[src/rtl/axi4_lite_arbiter.sv]
// ---------------------------------------------------------------------------
// axi4_lite_arbiter
//
// Purpose:
//   Shares one AXI4-Lite master port between two simple command/response
//   requesters. Only one transaction is in flight at a time. When both
//   requesters offer a command in the same cycle, they are granted in
//   round-robin order. The FSM walks IDLE -> (WR_REQ -> WR_RESP |
//   RD_ADDR -> RD_DATA) -> DONE -> IDLE. There is no timeout: a slave that
//   never answers keeps the FSM parked in the waiting state.
//
// Ports:
//   ACLK, ARESET           clock, synchronous active-high reset
//   CMDn_VALID/READY       command handshake; READY is a one-cycle grant pulse
//   CMDn_WRITE             1 = write, 0 = read
//   CMDn_ADDR/WDATA/WSTRB  command payload
//   RSPn_VALID             one-cycle completion pulse for requester n
//   RSPn_RDATA/RESP        last completion result for requester n
//                          (held until that requester's next completion)
//   AW*/W*/B*/AR*/R*       AXI4-Lite master channels
// ---------------------------------------------------------------------------
module axi4_lite_arbiter #(
  parameter int ADDRESS    = 32,
  parameter int DATA_WIDTH = 32
) (
  input  logic                    ACLK,
  input  logic                    ARESET,

  // Requester 0
  input  logic                    CMD0_VALID,
  output logic                    CMD0_READY,
  input  logic                    CMD0_WRITE,
  input  logic [ADDRESS-1:0]      CMD0_ADDR,
  input  logic [DATA_WIDTH-1:0]   CMD0_WDATA,
  input  logic [DATA_WIDTH/8-1:0] CMD0_WSTRB,
  output logic                    RSP0_VALID,
  output logic [DATA_WIDTH-1:0]   RSP0_RDATA,
  output logic [1:0]              RSP0_RESP,

  // Requester 1
  input  logic                    CMD1_VALID,
  output logic                    CMD1_READY,
  input  logic                    CMD1_WRITE,
  input  logic [ADDRESS-1:0]      CMD1_ADDR,
  input  logic [DATA_WIDTH-1:0]   CMD1_WDATA,
  input  logic [DATA_WIDTH/8-1:0] CMD1_WSTRB,
  output logic                    RSP1_VALID,
  output logic [DATA_WIDTH-1:0]   RSP1_RDATA,
  output logic [1:0]              RSP1_RESP,

  // AXI4-Lite write address channel
  output logic [ADDRESS-1:0]      AWADDR,
  output logic                    AWVALID,
  input  logic                    AWREADY,

  // AXI4-Lite write data channel
  output logic [DATA_WIDTH-1:0]   WDATA,
  output logic [DATA_WIDTH/8-1:0] WSTRB,
  output logic                    WVALID,
  input  logic                    WREADY,

  // AXI4-Lite write response channel
  input  logic [1:0]              BRESP,
  input  logic                    BVALID,
  output logic                    BREADY,

  // AXI4-Lite read address channel
  output logic [ADDRESS-1:0]      ARADDR,
  output logic                    ARVALID,
  input  logic                    ARREADY,

  // AXI4-Lite read data channel
  input  logic [DATA_WIDTH-1:0]   RDATA,
  input  logic [1:0]              RRESP,
  input  logic                    RVALID,
  output logic                    RREADY
);

  localparam int STRB_W = DATA_WIDTH / 8;

  typedef enum logic [2:0] {
    IDLE    = 3'd0,
    WR_REQ  = 3'd1,
    WR_RESP = 3'd2,
    RD_ADDR = 3'd3,
    RD_DATA = 3'd4,
    DONE    = 3'd5
  } state_t;

  state_t r_state;
  state_t w_state_nxt;

  // Registered command
  logic                  r_write;
  logic [ADDRESS-1:0]    r_addr;
  logic [DATA_WIDTH-1:0] r_wdata;
  logic [STRB_W-1:0]     r_wstrb;
  logic                  r_grant;
  logic                  r_last;

  // Per-channel handshake completion inside WR_REQ
  logic                  r_aw_done;
  logic                  r_w_done;

  // Per-requester completion results
  logic [DATA_WIDTH-1:0] r_rsp0_rdata;
  logic [1:0]            r_rsp0_resp;
  logic [DATA_WIDTH-1:0] r_rsp1_rdata;
  logic [1:0]            r_rsp1_resp;

  // Combinational control
  logic                  w_gnt0;
  logic                  w_gnt1;
  logic                  w_grant_any;
  logic                  w_cmd0_ready;
  logic                  w_cmd1_ready;
  logic                  w_awvalid;
  logic                  w_wvalid;
  logic                  w_bready;
  logic                  w_arvalid;
  logic                  w_rready;
  logic                  w_rsp0_valid;
  logic                  w_rsp1_valid;
  logic                  w_capture;
  logic [DATA_WIDTH-1:0] w_cap_rdata;
  logic [1:0]            w_cap_resp;

  // Round-robin: a lone requester always wins; under contention the
  // requester that was not granted last wins. r_last resets to 1 so
  // requester 0 takes the first contention.
  assign w_gnt0      = CMD0_VALID && (!CMD1_VALID || r_last);
  assign w_gnt1      = CMD1_VALID && (!CMD0_VALID || !r_last);
  assign w_grant_any = w_gnt0 || w_gnt1;

  // A completion is captured on the response handshake of either path.
  // Writes report zero read data.
  assign w_capture   = ((r_state == WR_RESP) && BVALID) ||
                       ((r_state == RD_DATA) && RVALID);
  assign w_cap_rdata = r_write ? '0 : RDATA;
  assign w_cap_resp  = r_write ? BRESP : RRESP;

  // -------------------------------------------------------------------------
  // FSM: next-state and control outputs
  // -------------------------------------------------------------------------
  always_comb begin
    w_state_nxt  = r_state;
    w_cmd0_ready = 1'b0;
    w_cmd1_ready = 1'b0;
    w_awvalid    = 1'b0;
    w_wvalid     = 1'b0;
    w_bready     = 1'b0;
    w_arvalid    = 1'b0;
    w_rready     = 1'b0;
    w_rsp0_valid = 1'b0;
    w_rsp1_valid = 1'b0;

    case (r_state)
      IDLE: begin
        w_cmd0_ready = w_gnt0;
        w_cmd1_ready = w_gnt1;
        if (w_gnt0) begin
          w_state_nxt = CMD0_WRITE ? WR_REQ : RD_ADDR;
        end else if (w_gnt1) begin
          w_state_nxt = CMD1_WRITE ? WR_REQ : RD_ADDR;
        end
      end

      WR_REQ: begin
        // AW and W are independent: each drops after its own handshake.
        // Leave once both are done, including both in this same cycle.
        w_awvalid = !r_aw_done;
        w_wvalid  = !r_w_done;
        if ((r_aw_done || AWREADY) && (r_w_done || WREADY)) begin
          w_state_nxt = WR_RESP;
        end
      end

      WR_RESP: begin
        w_bready = 1'b1;
        if (BVALID) begin
          w_state_nxt = DONE;
        end
      end

      RD_ADDR: begin
        w_arvalid = 1'b1;
        if (ARREADY) begin
          w_state_nxt = RD_DATA;
        end
      end

      RD_DATA: begin
        w_rready = 1'b1;
        if (RVALID) begin
          w_state_nxt = DONE;
        end
      end

      DONE: begin
        w_rsp0_valid = !r_grant;
        w_rsp1_valid = r_grant;
        w_state_nxt  = IDLE;
      end

      default: begin
        w_state_nxt = IDLE;
      end
    endcase
  end

  // -------------------------------------------------------------------------
  // FSM: state register
  // -------------------------------------------------------------------------
  always_ff @(posedge ACLK) begin
    if (ARESET) begin
      r_state <= IDLE;
    end else begin
      r_state <= w_state_nxt;
    end
  end

  // -------------------------------------------------------------------------
  // Command capture, grant bookkeeping and write handshake tracking
  // -------------------------------------------------------------------------
  always_ff @(posedge ACLK) begin
    if (ARESET) begin
      r_write   <= 1'b0;
      r_addr    <= '0;
      r_wdata   <= '0;
      r_wstrb   <= '0;
      r_grant   <= 1'b0;
      r_last    <= 1'b1;
      r_aw_done <= 1'b0;
      r_w_done  <= 1'b0;
    end else begin
      if ((r_state == IDLE) && w_grant_any) begin
        r_grant   <= w_gnt1;
        r_last    <= w_gnt1;
        r_write   <= w_gnt1 ? CMD1_WRITE : CMD0_WRITE;
        r_addr    <= w_gnt1 ? CMD1_ADDR  : CMD0_ADDR;
        r_wdata   <= w_gnt1 ? CMD1_WDATA : CMD0_WDATA;
        r_wstrb   <= w_gnt1 ? CMD1_WSTRB : CMD0_WSTRB;
        r_aw_done <= 1'b0;
        r_w_done  <= 1'b0;
      end else if (r_state == WR_REQ) begin
        if (w_awvalid && AWREADY) begin
          r_aw_done <= 1'b1;
        end
        if (w_wvalid && WREADY) begin
          r_w_done <= 1'b1;
        end
      end
    end
  end

  // -------------------------------------------------------------------------
  // Per-requester result registers. Loaded on the response handshake so the
  // values are already visible during the DONE pulse.
  // -------------------------------------------------------------------------
  always_ff @(posedge ACLK) begin
    if (ARESET) begin
      r_rsp0_rdata <= '0;
      r_rsp0_resp  <= '0;
      r_rsp1_rdata <= '0;
      r_rsp1_resp  <= '0;
    end else if (w_capture) begin
      if (r_grant) begin
        r_rsp1_rdata <= w_cap_rdata;
        r_rsp1_resp  <= w_cap_resp;
      end else begin
        r_rsp0_rdata <= w_cap_rdata;
        r_rsp0_resp  <= w_cap_resp;
      end
    end
  end

  // Requester-side outputs
  assign CMD0_READY = w_cmd0_ready;
  assign CMD1_READY = w_cmd1_ready;
  assign RSP0_VALID = w_rsp0_valid;
  assign RSP1_VALID = w_rsp1_valid;
  assign RSP0_RDATA = r_rsp0_rdata;
  assign RSP0_RESP  = r_rsp0_resp;
  assign RSP1_RDATA = r_rsp1_rdata;
  assign RSP1_RESP  = r_rsp1_resp;

  // AXI outputs. Address and data buses are zero whenever their VALID is
  // low and come from registered command fields, so they are stable for as
  // long as VALID is held.
  assign AWVALID = w_awvalid;
  assign AWADDR  = w_awvalid ? r_addr : '0;
  assign WVALID  = w_wvalid;
  assign WDATA   = w_wvalid ? r_wdata : '0;
  assign WSTRB   = w_wvalid ? r_wstrb : '0;
  assign BREADY  = w_bready;
  assign ARVALID = w_arvalid;
  assign ARADDR  = w_arvalid ? r_addr : '0;
  assign RREADY  = w_rready;

endmodule
[config.mk]
export PLATFORM = sky130hd
export DESIGN_NAME = axi4_lite_arbiter
export DESIGN_NICKNAME = d
export VERILOG_FILES = /design/src/rtl/axi4_lite_arbiter.sv
export SDC_FILE = /design/constraint.sdc
export NUM_CORES = 1
export LEC_CHECK = 0
export CAP_MARGIN = 15
export CORE_ASPECT_RATIO = 1.5
export CORE_MARGIN = 10
export CORE_UTILIZATION = 41
export CTS_BUF_LIST = sky130_fd_sc_hd__clkbuf_4 sky130_fd_sc_hd__clkbuf_8
export CTS_CLUSTER_DIAMETER = 50
export DETAILED_ROUTE_END_ITERATION = 8
export GPL_TIMING_DRIVEN = 0
export PLACE_DENSITY = 0.86
export SYNTH_ARGS = -nofsm -noshare
export SYNTH_HDL_FRONTEND = slang
export SYNTH_SLANG_ARGS = --single-unit
[constraint.sdc]
create_clock -name ACLK -period 2.29 [get_ports ACLK]
set_input_delay 0.5725 -clock ACLK [delete_from_list [all_inputs] [get_ports ACLK]]
set_output_delay 0.5725 -clock ACLK [all_outputs]
set_load 0.005 [all_outputs]
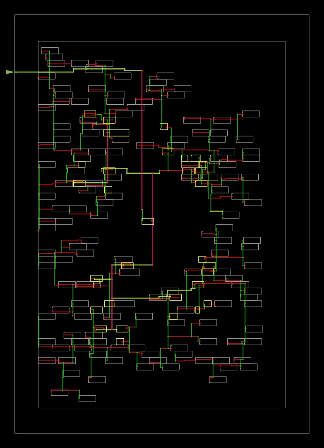
(run_1/clock_nets.png)
clk latency late pin: 0.45 ns
# clk buffers: 18

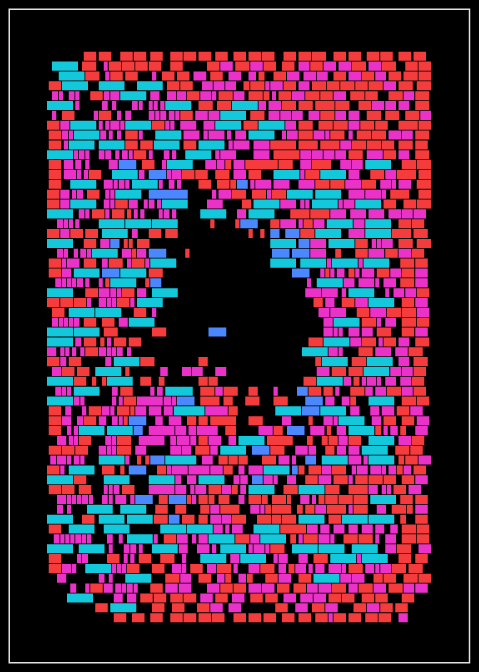
(run_1/class_map.png)
[magenta] remaining logic cells | cells: 594
[blue] clock drivers and dummy loads | cells: 32
[cyan] sequential cells | cells: 144
[red] remaining buffers and delay cells | cells: 488

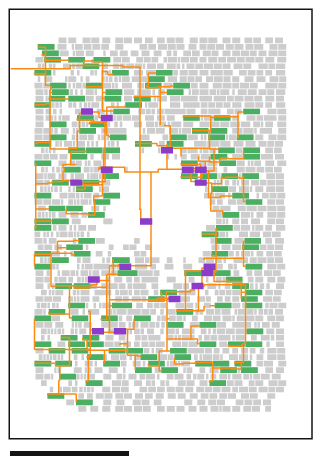
(run_1/clock_wires.png)
The bar under the picture is 50 um long.
[orange] clock wires | length: 1800 um
[purple] clock-net drivers | count: 17
[green] flip-flops | count: 144
routed clock nets: 18

==> impl_metrics.yaml, run 1 <==
# generated from flow reports
setup_path:
  startpoint: "r_state[0]"
  arrival_ns: 1.88
  start_kind: "flop"
final_layout:
  post-route-util_pct: 73.8
  drive_gt1_share_pct: 30.4
synth:
  yosys_warnings: 0
  syn_avg_cell_area_um2: 8.71
  top_cells_by_area: "dfxtp_1 41%, mux2i_1 10%, and2_1 9.0%, nand2_1 6.9%, a211oi_2 5.4%"
final_timing:
  timing.final.hold_violations: 0
  fin_ws_ns: -0.165
  rsz0062_at_grt: "true"
  maxSlewViolCount: 0
  worstMarginPinSlew_ns: 0.738
  max_slew_margin_pct: 50.8
  setup_violations: 50
clock_network:
  cts_hold_buf: 0
  clockBufferDepth: 2
  cts_num_sinks: 144
grt:
  use_met1_pct: 24.7
  antenna_found_initial: 1
floorplanning:
  die_area_um2: 22800
outcome:
  violations: "setup timing"
  outcome: "complete, but fails checks"
place:
  pre_cts_ws_ns: -0.937
pwr:
  p_total_uw: 12500
drt:
  dr.pass1.iters: 4
  drtIter0Drc: 445
job:
  tool_warnings: 28
==> run 1: logic make-up (layout without fill, tap and decap cells) <==
| kind of cell | Yosys count | in the layout | synth area share, % |
|---|---|---|---|
| muxes | 71 | 71 | 10.1 |
| AOI/OAI and AO/OA | 157 | 157 | 17.2 |
| buffers and inverters | 74 | 527 | 5.88 |
| and+or+nand+nor | 358 | 359 | 25.6 |
| other | 0 | 1 | 0 |
| DFF | 144 | 144 | 41.2 |
==> run 1: cell type report <==
cell class | count | area, um2
clock buffer | 18 | 248
tap | 210 | 263
timing repair buffer | 424 | 4330
fill | 1211 | 4390
buffer | 64 | 478
sequential | 144 | 2890
inverter | 7 | 38.8
multi-input combinational | 587 | 3990
antenna | 1 | 2.50
clock inverter | 14 | 141
==> run 1: through the flow <==
step,instances,hold WS [ns],area (um2)
2_1_floorplan,804,0.444,7000
3_3_place_gp,1372,0.441,10800
3_5_place_dp,1372,0.446,10800
4_1_cts,1460,0.459,11900
5_1_grt,1469,0.472,12400
6_report,1469,0.459,12400
==> run 1: critical path, cell delays in order, from the launching register on <==
cell and delay (ns):
dfxtp_4 0.36, buf_6 0.12, nand3_4 0.11, nor2_4 0.05, buf_12 0.14, buf_12 0.12
buf_8 0.11, buf_6 0.11, buf_6 0.11, and2_4 0.13, buf_6 0.11
==> run 1: layout by cell type (no fill, tap or decap), types with 5 or more instances in the layout <==
cell             instances
a211oi_1                45
a211oi_2                30
a21oi_1                 65
and2_1                  15
and2_4                  86
and2b_1                 27
buf_12                   5
buf_2                   27
buf_4                   28
buf_6                  131
buf_8                   15
clkbuf_1                25
clkbuf_8                18
clkdlybuf4s50_1        247
dfxtp_1                141
inv_6                    9
mux2i_1                 71
nand2_1                128
nor2_1                  75
nor2b_1                  6
==> run 1: synthesized netlist by cell type (2+ instances only) <==
master,instances
nor3_2,2
inv_1,5
a211oi_2,30
dfxtp_1,144
nand2b_1,2
a211oi_1,45
a21oi_2,2
nor3_1,4
nor2b_1,6
nand3_1,3
nand2_1,128
and2b_1,27
clkbuf_1,33
mux2i_1,71
buf_2,14
a211o_1,3
nor2_1,78
inv_2,2
a211oi_4,2
buf_6,11
nand3b_4,2
and2_1,101
a21oi_1,65
buf_4,8
==> run 1: final timing paths <==
path                                  endpoint  depth (start not counted)
worst max register to register     r_wdata[19]                         11
worst min-delay path            RSP0_RDATA[31]                          2
worst min register to register  RSP0_RDATA[31]                          2
worst max-delay path                 WDATA[16]                         10
==> run 1: timing repair <==
action | CTS | global route
pin swaps | 60 | 10
gates resized | 589 | 130
endpoints found under the setup margin | 109 | 103
buffers inserted | 48 | 16
gates cloned | 8 | 1
==> run 1: power breakdown <==
part           internal (uW)  leakage (uW)  total, uW  switching, uW
logic                   3600       0.00363       6730           3130
clock network            925      0.000192       2040           1110
registers               3200       0.00118       3720            521
==> run 1: flip-flops by register name (all words and copies together) (netlist names) <==
register / cells
r_wdata: 32
RSP0_RESP: 2
r_state: 3
r_last: 1
RSP1_RESP: 2
r_aw_done: 1
RSP0_RDATA: 32
r_addr: 32
r_grant: 1
r_wstrb: 4
r_write: 1
r_w_done: 1
RSP1_RDATA: 32
==> run 2, diff against run 1 <==
--- a/config.mk
+++ b/config.mk
@@ -14,6 +14,7 @@
 export DETAILED_ROUTE_END_ITERATION = 8
 export GPL_TIMING_DRIVEN = 0
 export PLACE_DENSITY = 0.86
+export SETUP_SLACK_MARGIN = 0.3
 export SYNTH_ARGS = -nofsm -noshare
 export SYNTH_HDL_FRONTEND = slang
 export SYNTH_SLANG_ARGS = --single-unit
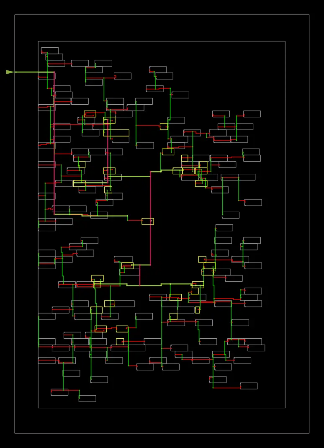
(run_2/clock_nets.png)
clock tree sinks: 144
Clock net power: 2030 uW

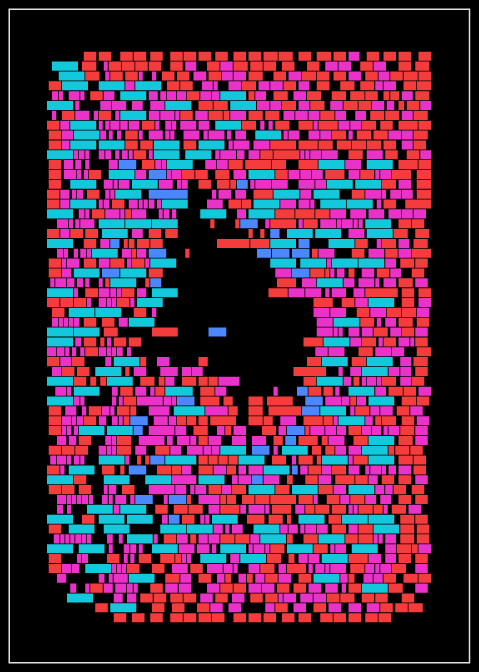
(run_2/class_map.png)
[blue] clock drivers and dummy loads | cells: 32
[cyan] sequential cells | cells: 144
[red] remaining buffers and delay cells | cells: 499
[magenta] remaining logic cells | cells: 594

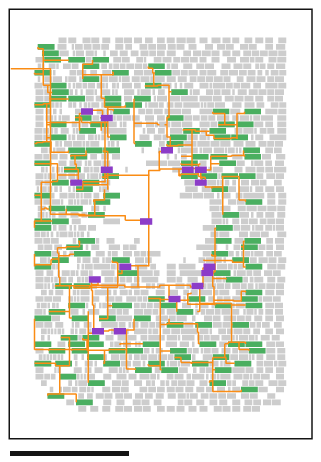
(run_2/clock_wires.png)
The bar under the picture is 50 um long.
[orange] clock wires | length: 1760 um
[green] flip-flops | count: 144
[purple] clock-net drivers | count: 17
routed clock nets: 18
flops lie: all over the die

==> run 2 against run 1 <==
  * The flow still finishes with violations (setup timing)
  * Cell count rose by 0.75%
  * Setup slack better by 0.024 ns
  * Flip-flop count unchanged
  * Critical endpoint is now AWADDR[22]
  * Maximum frequency is 1.0% higher
  * First-iteration DRC count fell by 19%
  * Register-to-register slack better by 0.02 ns
  * Count of clock-buffer cells in the layout unchanged
  * Global-route usage barely moved
==> impl_metrics.yaml, run 2 <==
# generated from flow reports
outcome:
  violations: "setup timing"
  outcome: "complete, but fails checks"
pwr:
  seqPwrFrac_pct: 27.7
  intPower_uw: 8260
setup_path:
  timing.critical_path.mode_cell: "buf_6"
  worstPathCellList: "buf_6 > inv_6 > nand3_4 > nor2_4 > buf_6 > buf_8 > buf_6 > and2_1 > buf_2"
  arrival_ns: 1.86
  crit_family: "buffers and inverters"
job:
  tool_warnings: 28
grt:
  antenna_found_initial: 1
clock_network:
  insertion_delay_ns: 0.44
  clockBufferDepth: 2
final_timing:
  fin_ws_ns: -0.141
  setup_violations: 79
synth:
  yosys_warnings: 0
  syn_avg_cell_area_um2: 8.71
final_layout:
  fin_area_um2: 13000
  drive_gt1_share_pct: 35.9
  post-route-util_pct: 77.3
drt:
  dr.pass1.iters: 5
place:
  place_area_um2: 10800
floorplanning:
  die_area_um2: 22800
==> run 2: cell counts after synthesis <==
No cell type changed its count.
==> run 2: final timing paths <==
path,startpoint,end,slack [ns],cells past startpoint
setup reg to reg,r_state[0],r_addr[13],0.20,12
hold / removal,RSP0_RDATA[18],RSP0_RDATA[18],0.46,2
hold reg to reg,RSP0_RDATA[18],RSP0_RDATA[18],0.46,2
setup / recovery,r_state[1],AWADDR[22],-0.14,9
==> run 2: per-layer routing <==
metal,vias to the layer above,GRT usage [%]
met3,74,7.98
met5,-,0
met1,3656,24.6
met4,0,9.73
li1,3626,-
met2,299,45.8
==> run 2: cell type report <==
type                       count  area (um2)
clock buffer                  18         248
antenna                        1        2.50
clock inverter                14         141
buffer                        67         639
sequential                   144        2890
tap                          210         263
fill                        1089        3810
inverter                       7        38.8
timing repair buffer         432        4460
multi-input combinational    587        4270
==> run 2: worst register-to-register path: stages (launching register included) <==
cell	delay [ns]
dfxtp_4	0.36
buf_6	0.12
buf_4	0.13
buf_6	0.12
nor3_4	0.21
buf_4	0.14
buf_4	0.09
o21a_1	0.12
buf_6	0.15
buf_12	0.15
buf_8	0.14
nor2_1	0.08
a211oi_2	0.21
==> run 2: stage by stage <==
step | cells | total power [uW]
global route | 1480 | 14000
global placement | 1372 | 8430
finish | 1480 | 13300
detailed placement | 1372 | 8540
CTS | 1459 | 11800
floorplan | 804 | 6440
==> run 2: kinds of logic (layout without fill, tap and decap cells) <==
kind of cell | after synthesis | in the layout | synth area share [%]
DFF | 144 | 144 | 41.2
other | 0 | 1 | 0
buffers and inverters | 74 | 538 | 5.88
muxes | 71 | 71 | 10.1
AOI/OAI and AO/OA | 157 | 157 | 17.2
and+or+nand+nor | 358 | 359 | 25.6
==> run 2: power groups by stage <==
stage               logic [uW]  clock network [uW]  registers [uW]
floorplan                 2920                   0            3520
global placement          4830                   0            3600
detailed placement        4910                   0            3630
CTS                       6140                2050            3610
global route              8060                2140            3770
finish                    7610                2030            3700
==> run 2: repair_timing <==
item | CTS | global route
gates cloned | 9 | 3
gates resized | 629 | 228
endpoints found under the setup margin | 121 | 113
pin swaps | 79 | 65
setup buffers | 46 | 17
==> run 3, diff against run 2 <==
--- a/config.mk
+++ b/config.mk
@@ -11,8 +11,10 @@
 export CORE_UTILIZATION = 41
 export CTS_BUF_LIST = sky130_fd_sc_hd__clkbuf_4 sky130_fd_sc_hd__clkbuf_8
 export CTS_CLUSTER_DIAMETER = 50
+export CTS_CLUSTER_SIZE = 14
 export DETAILED_ROUTE_END_ITERATION = 8
 export GPL_TIMING_DRIVEN = 0
+export HOLD_SLACK_MARGIN = 0.1
 export PLACE_DENSITY = 0.86
 export SETUP_SLACK_MARGIN = 0.3
 export SYNTH_ARGS = -nofsm -noshare
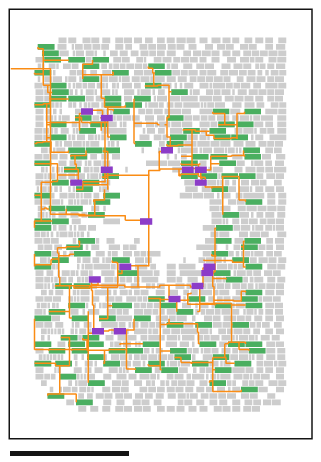
(run_3/clock_wires.png)
The bar under the picture is 50 um long.
[orange] clock wires | length: 1760 um
[purple] clock-net drivers | count: 17
[green] flip-flops | count: 144
routed clock nets: 18
flops lie: all over the die

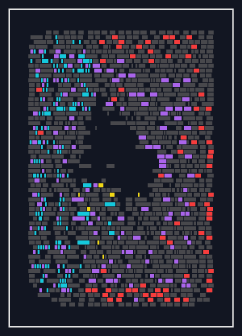
(run_3/gates.png)
[yellow] inv cells | cells: 7 | most used: inv_1 | where: centre
[cyan] nand cells | cells: 135 | most used: nand2_1 | where: a vertical strip on the left
[purple] aoi and oai cells | cells: 150 | most used: a21oi_1 | where: all over the die
[red] mux cells | cells: 71 | most used: mux2i_1

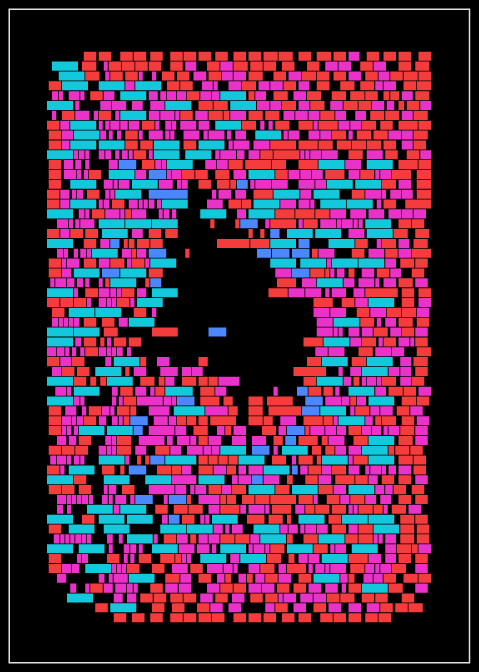
(run_3/class_map.png)
[blue] clock drivers and dummy loads | cells: 32
[red] remaining buffers and delay cells | cells: 499
[cyan] sequential cells | cells: 144
[magenta] remaining logic cells | cells: 594

==> run 3 against run 2 <==
  * Largest cell class unchanged
  * Synthesized cell count is the same
  * The flow still finishes with violations (setup timing)
  * Global-route usage is the same
  * Die size did not move
  * Combinational power is essentially flat
  * Clock skew did not move
==> impl_metrics.yaml, run 3 <==
# generated from flow reports
outcome:
  outcome: "complete, but fails checks"
  violations: "setup timing"
final_layout:
  fin_cells: 1480
  post-route-util_pct: 77.3
  layout_top_cell: "clkdlybuf4s50_1"
  layout_top_cells: "247 x clkdlybuf4s50_1, 141 x dfxtp_1, 137 x buf_6, 111 x nand2_1, 84 x and2_4"
  area.combinational_um2: 4270
  regArea_um2: 2890
  fill_cells: 1089
pwr:
  p_total_uw: 13300
  switching_share_pct: 38.0
  p_comb_share_pct: 57.1
  seqPwrFrac_pct: 27.7
final_timing:
  hold_slack_ns: 0.460
  timing.final.hold_violations: 0
  setup_violations: 79
  fin_ws_ns: -0.141
  worstMarginPinSlew_ns: 0.759
  max_slew_margin_pct: 49.4
synth:
  syn_avg_cell_area_um2: 8.71
  synthTopCellsByCount: "144 x dfxtp_1, 128 x nand2_1, 101 x and2_1"
  yosys_warnings: 0
  most_common_cell: "dfxtp_1"
drt:
  drtIter0Drc: 360
  dr.pass1.iters: 5
setup_path:
  arrival_ns: 1.86
  start_kind: "flop"
hold_path:
  holdPathStages: 2
clock_network:
  insertion_delay_ns: 0.44
floorplanning:
  die_area_um2: 22800
-- run 3: layer usage --
metal	vias to the layer above	track usage, %	wire (um)
met3	74	7.98	2240
met5	-	0	0
li1	3626	-	-
met2	299	45.8	17200
met4	0	9.73	1280
met1	3656	24.6	11300
-- run 3: stage by stage --
stage          setup slack (ns)  setup TNS [ns]
2_1_floorplan             0.387               0
3_3_place_gp             -0.922          -64.32
3_5_place_dp             -0.937          -65.74
4_1_cts                  -0.175           -6.20
5_1_grt                  -0.201          -11.56
6_report                 -0.141           -4.23
-- run 3: power groups by stage --
| stage | logic (uW) | clock network [uW] | registers, uW |
|---|---|---|---|
| finish | 7610 | 2030 | 3700 |
| global route | 8060 | 2140 | 3770 |
| CTS | 6140 | 2050 | 3610 |
| detailed placement | 4910 | 0 | 3630 |
| global placement | 4830 | 0 | 3600 |
| floorplan | 2920 | 0 | 3520 |
-- run 3: worst paths after layout --
check / startpoint / end / slack [ns]
setup / recovery: r_state[1] / AWADDR[22] / -0.14
hold / removal: RSP0_RDATA[18] / RSP0_RDATA[18] / 0.46
setup reg to reg: r_state[0] / r_addr[13] / 0.20
hold reg to reg: RSP0_RDATA[18] / RSP0_RDATA[18] / 0.46
-- run 3: logic make-up (layout without fill, tap and decap cells) --
group                  Yosys count  count (layout)  synth area share [%]
AND-OR/OR-AND                  157             157                  17.2
buffers and inverters           74             538                  5.88
multiplexers                    71              71                  10.1
AND/OR/NAND/NOR                358             359                  25.6
other                            0               1                     0
flip-flops                     144             144                  41.2
-- run 3: area by class of cell --
type                    instances  share of cell area, %
diodes                          1                 0.0193
multi-input cells             587                   33.0
plain buffers                  67                   4.94
repair buffers                432                   34.4
clock buffers                  18                   1.91
flip-flops and latches        144                   22.3
well taps                     210                   2.03
clock inverters                14                   1.09
inverters                       7                  0.299
-- run 3: repair_timing --
action                                  in CTS  in global routing
endpoints found under the setup margin     121                113
resized                                    629                228
setup buffers                               46                 17
pin swaps                                   79                 65
gates cloned                                 9                  3
-- run 3: worst max-delay path, stage by stage, from the launching register on --
cell and delay (ns):
dfxtp_4 0.35, buf_6 0.12, inv_6 0.06, nand3_4 0.09
nor2_4 0.20, buf_6 0.13, buf_8 0.10, buf_6 0.12
and2_1 0.13, buf_2 0.12
No activity file was given, so power comes from the tool's default toggle rates.
